===== src/rtl/mc_control_fsm_pkg.sv =====
// Shared constants and types for the multicycle controller and its datapath:
// state codes, opcodes, mux/ALU select codes and the control-vector bundle.
package mc_pkg;

  localparam int unsigned OpWidth = 6;

  // State codes are visible on the debug port, so values are fixed.
  typedef enum logic [3:0] {
    StFetch   = 4'd0,
    StDecode  = 4'd1,
    StMemAddr = 4'd2,
    StMemRd   = 4'd3,
    StMemWb   = 4'd4,
    StMemWr   = 4'd5,
    StExec    = 4'd6,
    StRWb     = 4'd7,
    StBranch  = 4'd8,
    StJump    = 4'd9,
    StAddiEx  = 4'd10,
    StAddiWb  = 4'd11
  } state_e;

  // Opcodes taken from IR[31:26].
  localparam logic [OpWidth-1:0] OpRtype = 6'b000000;
  localparam logic [OpWidth-1:0] OpLw    = 6'b100011;
  localparam logic [OpWidth-1:0] OpSw    = 6'b101011;
  localparam logic [OpWidth-1:0] OpBeq   = 6'b000100;
  localparam logic [OpWidth-1:0] OpJ     = 6'b000010;
  localparam logic [OpWidth-1:0] OpAddi  = 6'b001000;

  // ALU operation select.
  localparam logic [1:0] AluOpAdd   = 2'b00;
  localparam logic [1:0] AluOpSub   = 2'b01;
  localparam logic [1:0] AluOpFunct = 2'b10;

  // ALU B operand select.
  localparam logic [1:0] SrcBReg   = 2'b00;
  localparam logic [1:0] SrcBFour  = 2'b01;
  localparam logic [1:0] SrcBImm   = 2'b10;
  localparam logic [1:0] SrcBImmSh = 2'b11;

  // Next-PC source select.
  localparam logic [1:0] PcSrcAlu    = 2'b00;
  localparam logic [1:0] PcSrcAluOut = 2'b01;
  localparam logic [1:0] PcSrcJump   = 2'b10;

  // Full set of datapath controls produced for one state.
  typedef struct packed {
    logic       pc_write;
    logic       pc_write_cond;
    logic       iord;
    logic       mem_read;
    logic       mem_write;
    logic       ir_write;
    logic       mem_to_reg;
    logic       reg_dst;
    logic       reg_write;
    logic       alu_src_a;
    logic [1:0] alu_src_b;
    logic [1:0] alu_op;
    logic [1:0] pc_source;
  } ctrl_t;

  // True for opcodes that DECODE knows how to dispatch.
  function automatic logic op_is_legal(logic [OpWidth-1:0] op);
    return (op == OpRtype) || (op == OpLw) || (op == OpSw) ||
           (op == OpBeq) || (op == OpJ) || (op == OpAddi);
  endfunction

endpackage


===== src/rtl/mc_control_fsm_if.sv =====
// Control bundle between the multicycle controller (master) and the datapath (slave).
interface mc_control_fsm_if #(
  parameter int unsigned OpW = 6
) ();

  logic [OpW-1:0] op;
  logic           mem_ready;

  logic           pc_write;
  logic           pc_write_cond;
  logic           iord;
  logic           mem_read;
  logic           mem_write;
  logic           ir_write;
  logic           mem_to_reg;
  logic           reg_dst;
  logic           reg_write;
  logic           alu_src_a;
  logic [1:0]     alu_src_b;
  logic [1:0]     alu_op;
  logic [1:0]     pc_source;
  logic           illegal;
  logic [3:0]     state;

  modport master (
    input  op, mem_ready,
    output pc_write, pc_write_cond, iord, mem_read, mem_write, ir_write,
           mem_to_reg, reg_dst, reg_write, alu_src_a, alu_src_b, alu_op,
           pc_source, illegal, state
  );

  modport slave (
    output op, mem_ready,
    input  pc_write, pc_write_cond, iord, mem_read, mem_write, ir_write,
           mem_to_reg, reg_dst, reg_write, alu_src_a, alu_src_b, alu_op,
           pc_source, illegal, state
  );

endinterface


===== src/rtl/mc_ctrl_decode.sv =====
// Pure state-to-control decoder. FETCH reports ungated IR/PC writes; the parent
// applies the MemReady gating and reset forcing.
module mc_ctrl_decode
  import mc_pkg::*;
(
  input  state_e state_i,
  output ctrl_t  ctrl_o
);

  // Per-state control vector; everything not named for a state stays 0.
  always_comb begin
    ctrl_o = '0;
    unique case (state_i)
      StFetch: begin
        ctrl_o.mem_read  = 1'b1;
        ctrl_o.ir_write  = 1'b1;
        ctrl_o.pc_write  = 1'b1;
        ctrl_o.alu_src_b = SrcBFour;
        ctrl_o.alu_op    = AluOpAdd;
        ctrl_o.pc_source = PcSrcAlu;
      end
      StDecode: begin
        // Branch target is computed speculatively here.
        ctrl_o.alu_src_b = SrcBImmSh;
        ctrl_o.alu_op    = AluOpAdd;
      end
      StMemAddr, StAddiEx: begin
        ctrl_o.alu_src_a = 1'b1;
        ctrl_o.alu_src_b = SrcBImm;
        ctrl_o.alu_op    = AluOpAdd;
      end
      StMemRd: begin
        ctrl_o.mem_read = 1'b1;
        ctrl_o.iord     = 1'b1;
      end
      StMemWb: begin
        ctrl_o.reg_write  = 1'b1;
        ctrl_o.mem_to_reg = 1'b1;
      end
      StMemWr: begin
        ctrl_o.mem_write = 1'b1;
        ctrl_o.iord      = 1'b1;
      end
      StExec: begin
        ctrl_o.alu_src_a = 1'b1;
        ctrl_o.alu_src_b = SrcBReg;
        ctrl_o.alu_op    = AluOpFunct;
      end
      StRWb: begin
        ctrl_o.reg_write = 1'b1;
        ctrl_o.reg_dst   = 1'b1;
      end
      StBranch: begin
        ctrl_o.alu_src_a     = 1'b1;
        ctrl_o.alu_src_b     = SrcBReg;
        ctrl_o.alu_op        = AluOpSub;
        ctrl_o.pc_write_cond = 1'b1;
        ctrl_o.pc_source     = PcSrcAluOut;
      end
      StJump: begin
        ctrl_o.pc_write  = 1'b1;
        ctrl_o.pc_source = PcSrcJump;
      end
      StAddiWb: begin
        ctrl_o.reg_write = 1'b1;
      end
      default: ;
    endcase
  end

endmodule


===== src/rtl/mc_control_fsm.sv =====
// Moore control FSM for the multicycle datapath: state register, next-state
// logic, MemReady stretching and reset gating of all write enables.
module mc_control_fsm
  import mc_pkg::*;
#(
  parameter int unsigned OpW         = OpWidth,
  parameter bit          UseMemReady = 1'b1
) (
  input  logic               clk_i,
  input  logic               rst_i,
  mc_control_fsm_if.master   ctrl_if
);

  state_e         state_q, state_d;
  state_e         dec_state;
  ctrl_t          ctrl_raw;
  ctrl_t          ctrl_out;
  logic           mem_rdy;
  logic           illegal_d;
  logic [OpW-1:0] op;

  assign op      = ctrl_if.op;
  assign mem_rdy = UseMemReady ? ctrl_if.mem_ready : 1'b1;

  // State register with synchronous reset to FETCH.
  always_ff @(posedge clk_i) begin
    if (rst_i) begin
      state_q <= StFetch;
    end else begin
      state_q <= state_d;
    end
  end

  // Next-state selection; Op is only consulted in DECODE and MEM_ADDR.
  always_comb begin
    state_d   = state_q;
    illegal_d = 1'b0;
    unique case (state_q)
      StFetch: if (mem_rdy) state_d = StDecode;
      StDecode: begin
        case (op)
          OpRtype:    state_d = StExec;
          OpLw, OpSw: state_d = StMemAddr;
          OpBeq:      state_d = StBranch;
          OpJ:        state_d = StJump;
          OpAddi:     state_d = StAddiEx;
          default: begin
            state_d   = StFetch;
            illegal_d = 1'b1;
          end
        endcase
      end
      StMemAddr: state_d = (op == OpSw) ? StMemWr : StMemRd;
      StMemRd:   if (mem_rdy) state_d = StMemWb;
      StMemWr:   if (mem_rdy) state_d = StFetch;
      StExec:    state_d = StRWb;
      StAddiEx:  state_d = StAddiWb;
      StMemWb, StRWb, StAddiWb, StBranch, StJump: state_d = StFetch;
      default:   state_d = StFetch;
    endcase
  end

  // While in reset the selects show the FETCH pattern regardless of state_q.
  assign dec_state = rst_i ? StFetch : state_q;

  mc_ctrl_decode u_decode (
    .state_i (dec_state),
    .ctrl_o  (ctrl_raw)
  );

  // FETCH write gating on MemReady, and reset kills every enable.
  always_comb begin
    ctrl_out = ctrl_raw;
    if (dec_state == StFetch) begin
      ctrl_out.ir_write = ctrl_raw.ir_write & mem_rdy;
      ctrl_out.pc_write = ctrl_raw.pc_write & mem_rdy;
    end
    if (rst_i) begin
      ctrl_out.pc_write      = 1'b0;
      ctrl_out.pc_write_cond = 1'b0;
      ctrl_out.mem_read      = 1'b0;
      ctrl_out.mem_write     = 1'b0;
      ctrl_out.ir_write      = 1'b0;
      ctrl_out.reg_write     = 1'b0;
    end
  end

  assign ctrl_if.pc_write      = ctrl_out.pc_write;
  assign ctrl_if.pc_write_cond = ctrl_out.pc_write_cond;
  assign ctrl_if.iord          = ctrl_out.iord;
  assign ctrl_if.mem_read      = ctrl_out.mem_read;
  assign ctrl_if.mem_write     = ctrl_out.mem_write;
  assign ctrl_if.ir_write      = ctrl_out.ir_write;
  assign ctrl_if.mem_to_reg    = ctrl_out.mem_to_reg;
  assign ctrl_if.reg_dst       = ctrl_out.reg_dst;
  assign ctrl_if.reg_write     = ctrl_out.reg_write;
  assign ctrl_if.alu_src_a     = ctrl_out.alu_src_a;
  assign ctrl_if.alu_src_b     = ctrl_out.alu_src_b;
  assign ctrl_if.alu_op        = ctrl_out.alu_op;
  assign ctrl_if.pc_source     = ctrl_out.pc_source;
  assign ctrl_if.illegal       = illegal_d & ~rst_i;
  assign ctrl_if.state         = state_q;

endmodule


===== src/flat_wrapper.sv =====
// flat-port wrapper written by rule: the top's interface ports become plain ports
module mc_control_fsm_flat import mc_pkg::*;
#(
  parameter int unsigned OpW         = OpWidth,
  parameter bit          UseMemReady = 1'b1
)
  (clk_i, rst_i, ctrl_if_op, ctrl_if_mem_ready, ctrl_if_pc_write, ctrl_if_pc_write_cond, ctrl_if_iord, ctrl_if_mem_read, ctrl_if_mem_write, ctrl_if_ir_write, ctrl_if_mem_to_reg, ctrl_if_reg_dst, ctrl_if_reg_write, ctrl_if_alu_src_a, ctrl_if_alu_src_b, ctrl_if_alu_op, ctrl_if_pc_source, ctrl_if_illegal, ctrl_if_state);
  mc_control_fsm_if #(.OpW(OpW)) ctrl_if_i ();
  input  logic clk_i;
  input  logic rst_i;
  input wire logic [$bits(ctrl_if_i.op)-1:0] ctrl_if_op;
  input wire logic [$bits(ctrl_if_i.mem_ready)-1:0] ctrl_if_mem_ready;
  output wire logic [$bits(ctrl_if_i.pc_write)-1:0] ctrl_if_pc_write;
  output wire logic [$bits(ctrl_if_i.pc_write_cond)-1:0] ctrl_if_pc_write_cond;
  output wire logic [$bits(ctrl_if_i.iord)-1:0] ctrl_if_iord;
  output wire logic [$bits(ctrl_if_i.mem_read)-1:0] ctrl_if_mem_read;
  output wire logic [$bits(ctrl_if_i.mem_write)-1:0] ctrl_if_mem_write;
  output wire logic [$bits(ctrl_if_i.ir_write)-1:0] ctrl_if_ir_write;
  output wire logic [$bits(ctrl_if_i.mem_to_reg)-1:0] ctrl_if_mem_to_reg;
  output wire logic [$bits(ctrl_if_i.reg_dst)-1:0] ctrl_if_reg_dst;
  output wire logic [$bits(ctrl_if_i.reg_write)-1:0] ctrl_if_reg_write;
  output wire logic [$bits(ctrl_if_i.alu_src_a)-1:0] ctrl_if_alu_src_a;
  output wire logic [$bits(ctrl_if_i.alu_src_b)-1:0] ctrl_if_alu_src_b;
  output wire logic [$bits(ctrl_if_i.alu_op)-1:0] ctrl_if_alu_op;
  output wire logic [$bits(ctrl_if_i.pc_source)-1:0] ctrl_if_pc_source;
  output wire logic [$bits(ctrl_if_i.illegal)-1:0] ctrl_if_illegal;
  output wire logic [$bits(ctrl_if_i.state)-1:0] ctrl_if_state;
  assign ctrl_if_i.op = ctrl_if_op;
  assign ctrl_if_i.mem_ready = ctrl_if_mem_ready;
  assign ctrl_if_pc_write = ctrl_if_i.pc_write;
  assign ctrl_if_pc_write_cond = ctrl_if_i.pc_write_cond;
  assign ctrl_if_iord = ctrl_if_i.iord;
  assign ctrl_if_mem_read = ctrl_if_i.mem_read;
  assign ctrl_if_mem_write = ctrl_if_i.mem_write;
  assign ctrl_if_ir_write = ctrl_if_i.ir_write;
  assign ctrl_if_mem_to_reg = ctrl_if_i.mem_to_reg;
  assign ctrl_if_reg_dst = ctrl_if_i.reg_dst;
  assign ctrl_if_reg_write = ctrl_if_i.reg_write;
  assign ctrl_if_alu_src_a = ctrl_if_i.alu_src_a;
  assign ctrl_if_alu_src_b = ctrl_if_i.alu_src_b;
  assign ctrl_if_alu_op = ctrl_if_i.alu_op;
  assign ctrl_if_pc_source = ctrl_if_i.pc_source;
  assign ctrl_if_illegal = ctrl_if_i.illegal;
  assign ctrl_if_state = ctrl_if_i.state;
  mc_control_fsm #(.OpW(OpW), .UseMemReady(UseMemReady)) u_core (.clk_i(clk_i), .rst_i(rst_i), .ctrl_if(ctrl_if_i));
endmodule

===== config.mk =====
export PLATFORM = sky130hd
export DESIGN_NAME = mc_control_fsm_flat
export DESIGN_NICKNAME = d
export VERILOG_FILES = /design/src/rtl/mc_control_fsm_pkg.sv /design/src/rtl/mc_control_fsm_if.sv /design/src/rtl/mc_ctrl_decode.sv /design/src/rtl/mc_control_fsm.sv /design/src/flat_wrapper.sv
export SDC_FILE = /design/constraint.sdc
export NUM_CORES = 1
export LEC_CHECK = 0
export CORE_AREA = 2 2 39 41
export CTS_CLUSTER_DIAMETER = 30
export DETAILED_ROUTE_END_ITERATION = 7
export DIE_AREA = 0 0 41 43
export DONT_BUFFER_PORTS = 1
export SLEW_MARGIN = 30
export SYNTH_ARGS = -nofsm -noshare
export SYNTH_HDL_FRONTEND = slang
export SYNTH_SLANG_ARGS = --single-unit

===== constraint.sdc =====
create_clock -name clk_i -period 2.8 [get_ports clk_i]
set_clock_uncertainty 0.1 [all_clocks]
set_input_delay 0.7 -clock clk_i [delete_from_list [all_inputs] [get_ports clk_i]]
set_output_delay 0.7 -clock clk_i [all_outputs]
set_load 0.01 [all_outputs]

Clock nets:
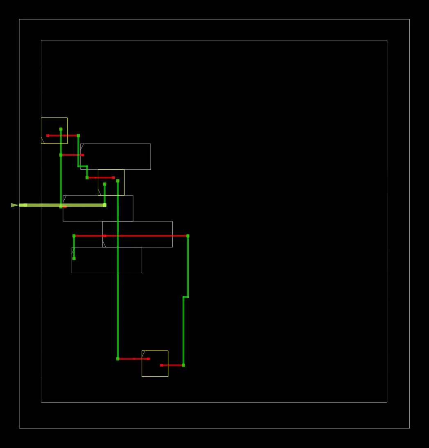
clock buffer count in the final layout: 3
Clk Latency, worst-skew pair: 0.24 ns
total clock sinks: 4
number of buffers created by CTS: 3

Cell classes on the final placement:
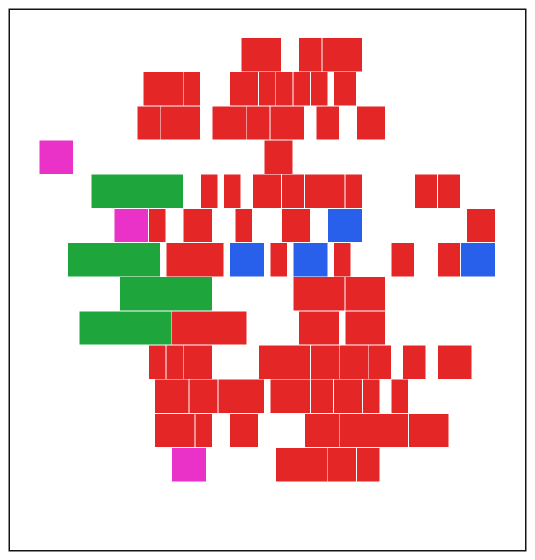
blue -> other buffers and delay cells  # cells 4, share of their area 5.2%
magenta -> cells driving clock nets  # cells 3, share of their area 3.9%
red -> all other logic  # cells 68, share of their area 77%
green -> flip-flops  # cells 4, share of their area 14%

Drive-strength map:
The bar under the picture is 10 um long.
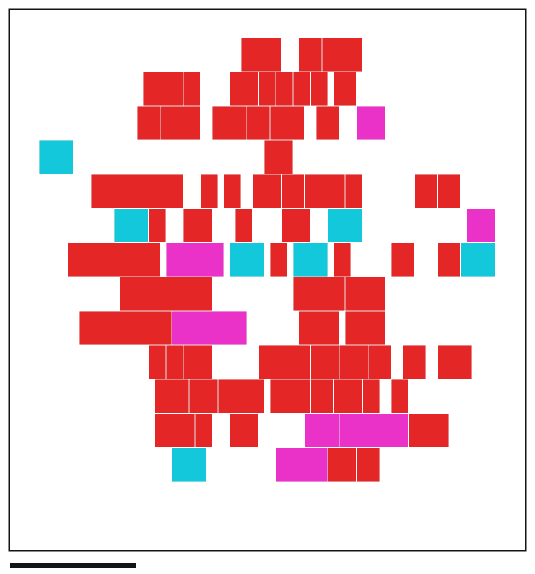
red -> drive 1 or less  # cells 65, share 82%
cyan -> drive 3 to 4  # cells 7, share 8.9%
magenta -> drive 2  # cells 7, share 8.9%

Clock network drawn from the DEF:
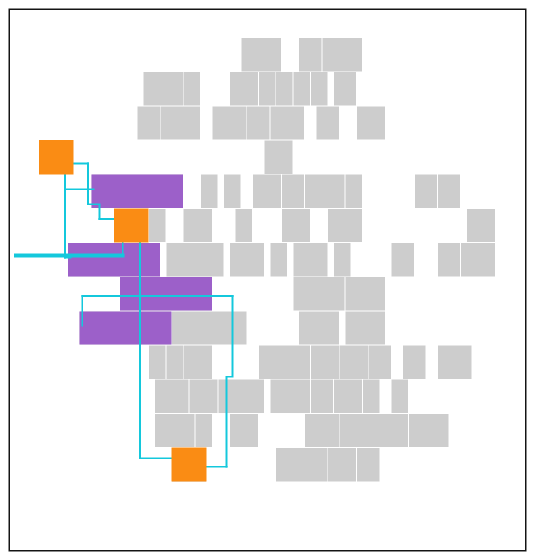
purple -> flip-flops  # count 4
cyan -> clock wires  # length 85.6 um
orange -> cells driving clock nets  # count 3
flops lie = middle left

I/O nets highlighted:
The bar under the picture is 10 um long.
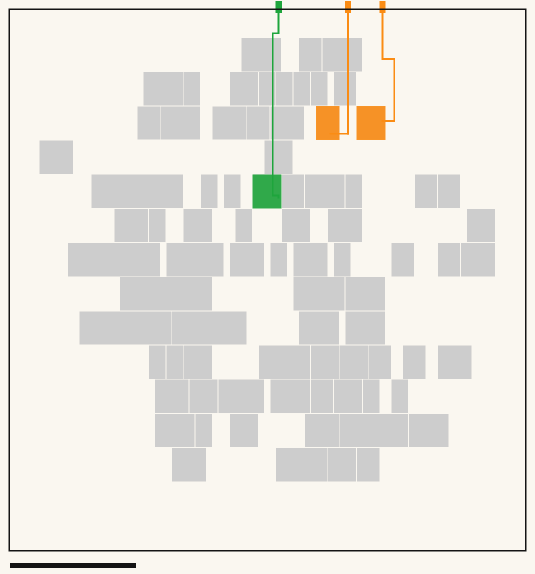
green -> ctrl_if_mem_to_reg  # bits 1, direction output, edge top, end cells 1, buffers 0, wire 15.6 um
orange -> ctrl_if_alu_src_b  # bits 2, direction output, edge top, end cells 2, buffers 0, wire 21.4 um

==> results.txt <==
Results of an implementation run.

After detailed routing, no signal wire sits above met3. IR analysis of the VDD net gives a maximum drop of about 0.18 mV. The start-to-end type of the worst setup path is reg -> out. Per the final report, the share of cell area in non-clock buffers is 0.0504.

The flow ran to the end, and the final reports show no timing, DRC or antenna violations. The layout overhead on the synthesized area is 3.93%. Synthesis instantiated 40 different standard cells from the library.

The worst-case max-slew headroom was logged as 0.628. Endpoints failing hold in the final report were tallied at 0. The overall via count from detail_route is 611.

The floorplan step set the die width to roughly 41 um. The setup slack on the worst flop-to-flop path is about 1.2 ns. The count of port buffers added during placement is 0. For the completed layout, the total cell area is recorded as about 600 sq um. The instance area at placement is 573 sq um. The fill cell instance count of the final layout is 143. Per STA, the worst path accumulates the most delay in the family simple AND/OR/NAND/NOR gates.

The met3 wirelength from detailed routing is 118 um. After the last flow step, the layout net total stands at around 90. The max-cap check violation count is 0.

The main combinational cell family by area after synthesis is simple AND/OR/NAND/NOR gates. The detail-routed via count per cell is 6.43. The arrival time of the worst setup path is approximately 1.7 ns. The main area contributors are sky130_fd_sc_hd__dfxtp_1, sky130_fd_sc_hd__nor3_1, sky130_fd_sc_hd__nor2_1, sky130_fd_sc_hd__buf_4, sky130_fd_sc_hd__and3_1.

Per the OpenROAD power report, leakage power amounts to 0.203 nW. The stat command in Yosys gives a chip area of 573 sq um. The initial core utilization is 0.414.

Looking at the group totals, the largest power group turns out to be the clock network. Total global-route track usage over all layers is 0.191. Looking at the worst setup and hold paths, the clock pins of their registers show a slew of ~0.04 ns. The fraction of cell area in sequential cells is reported as 0.134.

The residual antenna-violating net count after detailed routing is 0. The I/O pin count is 30. The startpoint of the worst-slack reg-to-reg timing path is u_core.ctrl_if.state[3]$_SDFFE_PP0P_. The required time of the worst setup path is about 2.0 ns. Among all stages on the critical path, the largest delay is contributed by sky130_fd_sc_hd__dfxtp_1. For met3 alone, demand over resource in global routing was 0.0471.
No activity file was given, so power comes from the tool's default toggle rates.
